[src/rtl/rr_grant_fifo.sv]
`default_nettype none
// ============================================================================
// Module      : rr_grant_fifo
// Description : Captures the round-robin arbiter's granted payload into an
//               in-order show-ahead FIFO, acknowledges the client, and flags
//               almost-full / sticky overflow.
// Revision    : 1.0 - initial release
// ============================================================================
module rr_grant_fifo #(
    parameter int N        = 8,
    parameter int DW       = 32,
    parameter int DEPTH    = 4,
    parameter int AF_LEVEL = DEPTH - 2
) (
    input  logic                       clk,
    input  logic                       reset_b,
    input  logic                       grant,
    input  logic [$clog2(N)-1:0]       grant_id,
    input  logic [N*DW-1:0]            req_data,
    output logic [N-1:0]               ack,
    output logic                       out_valid,
    input  logic                       out_ready,
    output logic [DW-1:0]              out_data,
    output logic [$clog2(N)-1:0]       out_id,
    output logic [$clog2(DEPTH):0]     count,
    output logic                       almost_full,
    output logic                       overflow
);

    localparam int c_AW = $clog2(DEPTH);
    localparam int c_IW = $clog2(N);
    localparam int c_CW = c_AW + 1;
    localparam logic [c_CW-1:0] c_DEPTH = c_CW'(DEPTH);
    localparam logic [c_CW-1:0] c_AF    = c_CW'(AF_LEVEL);

    logic [DW-1:0]    r_mem_data [DEPTH];
    logic [c_IW-1:0]  r_mem_id   [DEPTH];
    logic [c_AW-1:0]  r_wr_ptr;
    logic [c_AW-1:0]  r_rd_ptr;
    logic [c_CW-1:0]  r_count;
    logic             r_almost_full;
    logic             r_overflow;
    logic [N-1:0]     r_ack;

    logic             w_pop;
    logic             w_full;
    logic             w_push;
    logic             w_drop;
    logic [DW-1:0]    w_grant_data;
    logic [c_CW-1:0]  w_count_next;
    logic [N-1:0]     w_ack_next;

    assign w_pop        = (r_count != '0) && out_ready;
    assign w_full       = (r_count == c_DEPTH);
    // A pop on the same edge frees the slot, so a full FIFO still accepts.
    assign w_push       = grant && (!w_full || w_pop);
    assign w_drop       = grant && w_full && !w_pop;
    assign w_grant_data = req_data[grant_id*DW +: DW];

    always_comb begin
        w_count_next = r_count;
        case ({w_push, w_pop})
            2'b10:   w_count_next = r_count + c_CW'(1);
            2'b01:   w_count_next = r_count - c_CW'(1);
            default: w_count_next = r_count;
        endcase
    end

    for (genvar k = 0; k < N; k++) begin : g_ack_dec
        assign w_ack_next[k] = w_push && (grant_id == c_IW'(k));
    end

    always_ff @(posedge clk or negedge reset_b) begin
        if (!reset_b) begin
            r_wr_ptr      <= '0;
            r_rd_ptr      <= '0;
            r_count       <= '0;
            r_almost_full <= 1'b0;
            r_overflow    <= 1'b0;
            r_ack         <= '0;
        end else begin
            if (w_push) begin
                r_wr_ptr <= r_wr_ptr + c_AW'(1);
            end
            if (w_pop) begin
                r_rd_ptr <= r_rd_ptr + c_AW'(1);
            end
            r_count       <= w_count_next;
            r_almost_full <= (w_count_next >= c_AF);
            if (w_drop) begin
                r_overflow <= 1'b1;
            end
            r_ack <= w_ack_next;
        end
    end

    // Storage needs no reset: contents are only observed while out_valid=1.
    always_ff @(posedge clk) begin
        if (w_push) begin
            r_mem_data[r_wr_ptr] <= w_grant_data;
            r_mem_id[r_wr_ptr]   <= grant_id;
        end
    end

    assign ack         = r_ack;
    assign out_valid   = (r_count != '0);
    assign out_data    = r_mem_data[r_rd_ptr];
    assign out_id      = r_mem_id[r_rd_ptr];
    assign count       = r_count;
    assign almost_full = r_almost_full;
    assign overflow    = r_overflow;

endmodule
`default_nettype wire

[config.mk]
export PLATFORM = sky130hd
export DESIGN_NAME = rr_grant_fifo
export DESIGN_NICKNAME = d
export VERILOG_FILES = /design/src/rtl/rr_grant_fifo.sv
export SDC_FILE = /design/constraint.sdc
export NUM_CORES = 1
export LEC_CHECK = 0
export ABC_AREA = 0
export CORE_UTILIZATION = 44
export CTS_BUF_LIST = sky130_fd_sc_hd__clkbuf_16
export DETAILED_ROUTE_END_ITERATION = 10
export PLACE_DENSITY = 0.86
export SYNTH_ARGS = -nofsm -noshare
export SYNTH_HDL_FRONTEND = slang
export SYNTH_SLANG_ARGS = --single-unit
[constraint.sdc]
create_clock -name clk -period 3.2 [get_ports clk]
set_input_delay 0.48 -clock clk [delete_from_list [all_inputs] [get_ports clk]]
set_output_delay 0.48 -clock clk [all_outputs]
set_load 0.005 [all_outputs]
**The metal 1 layer**

The bar under the picture is 50 um long. Cells faint in the background.
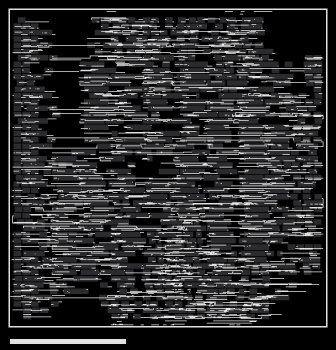
nets with wire on the layer	851
share of all routed wire	37%
longest straight run	38.2 um
main direction	horizontal

**Met2 routing**

Cells faint in the background.
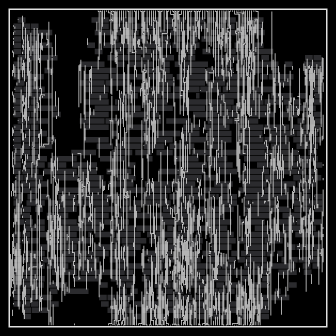
nets with wire on the layer	902
main direction	vertical
longest straight run	66.8 um
share of all routed wire	56%
wire length on this layer	11,100 um

**The metal 3 layer**

The bar under the picture is 50 um long. Cells faint in the background.
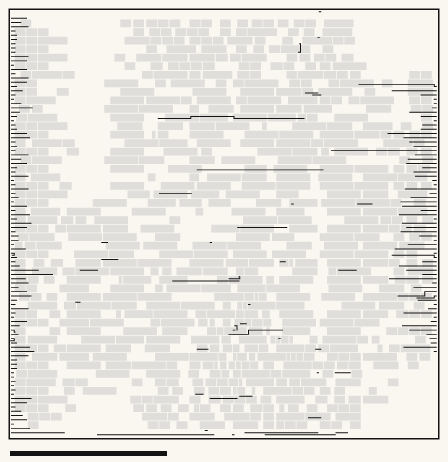
share of all routed wire	5.4%
main direction	horizontal
nets with wire on the layer	185
longest straight run	40.0 um
wire length on this layer	1,080 um

==> qor.log <==
INFO  outcome        status=finished, final reports clean
INFO  critical_path  path_delay_family=buffers and inverters
INFO  yosys          cells_after_synth=372
INFO  yosys          synthTopCellsByCount=140 x sky130_fd_sc_hd__edfxtp_1, 65 x sky130_fd_sc_hd__mux4_2, 34 x sky130_fd_sc_hd__mux4_1
INFO  critical_path  worstSetupStartpointType=register
INFO  global_routing globalRouteMet3Util=4.101%
INFO  yosys          synthTopCellsByArea=sky130_fd_sc_hd__edfxtp_1 53%, sky130_fd_sc_hd__mux4_2 18%, sky130_fd_sc_hd__mux4_1 11%
INFO  critical_path  worstPathCellList=buf_12 > mux4_2 > clkdlybuf4s50_1
INFO  drt            route.detailed.vias_per_inst=5.522
INFO  floorplanning  number_of_well_tap_cells_placed=225
INFO  critical_path  ff2ff_path_depth=8
INFO  final_layout   largest_register_ffs=128
INFO  critical_path  slowest_delay=0.65ns
INFO  final_layout   n_multi_input_combinational_cell=180
INFO  final_layout   layout_top_cell_excl_fill_tap=sky130_fd_sc_hd__clkdlybuf4s50_1
INFO  final_layout   non_clock_buffer_count=329
INFO  global_routing grt_busiest_layer=met2
INFO  drt            met1_wl=7334um
INFO  clock_tree     cts-root-to-sink-buffers=2
INFO  floorplanning  fp.dieH=136.2um
INFO  pwr            irDropWorstVdd=0.4650mV
INFO  min_path       holdCritPathClass=register to register
INFO  final_timing   hold_slack=0.4713ns
INFO  final_layout   nNonClkInverters=4
INFO  final_layout   seq_cell_count=157
INFO  critical_path  critPathBufInv=2
INFO  drt            wl_per_cell=21.48um
INFO  yosys          synth_largest_type_area_fraction=53.04%
INFO  final_layout   final_layout_net_count=957
INFO  final_timing   min_period_over_period=87.50%
INFO  clock_tree     clock_tree_from_tritoncts=built
INFO  final_layout   final_cell_count_no_fill=927
INFO  drt            route.met2.wl=11,130um
INFO  floorplanning  fp-utilization=45.51%
INFO  pwr            internal-power=5595uW
INFO  final_layout   largest-register=r_mem_data
INFO  clock_tree     cts-hold-fix-buffers=0
INFO  final_layout   seq-cell-share=38.86%
INFO  final_layout   clockNetworkAreaShare=4.807%
INFO  placed_design  dp.cells=895
INFO  pwr            p_seq=2970uW
INFO  pwr            pg_clk=1920uW
INFO  final_timing   final.min_clock_period=2.800ns
INFO  pwr            p_seq_share=38.9%
INFO  final_layout   area_delta_synth_final=50.39%
No activity file was given, so power comes from the tool's default toggle rates.
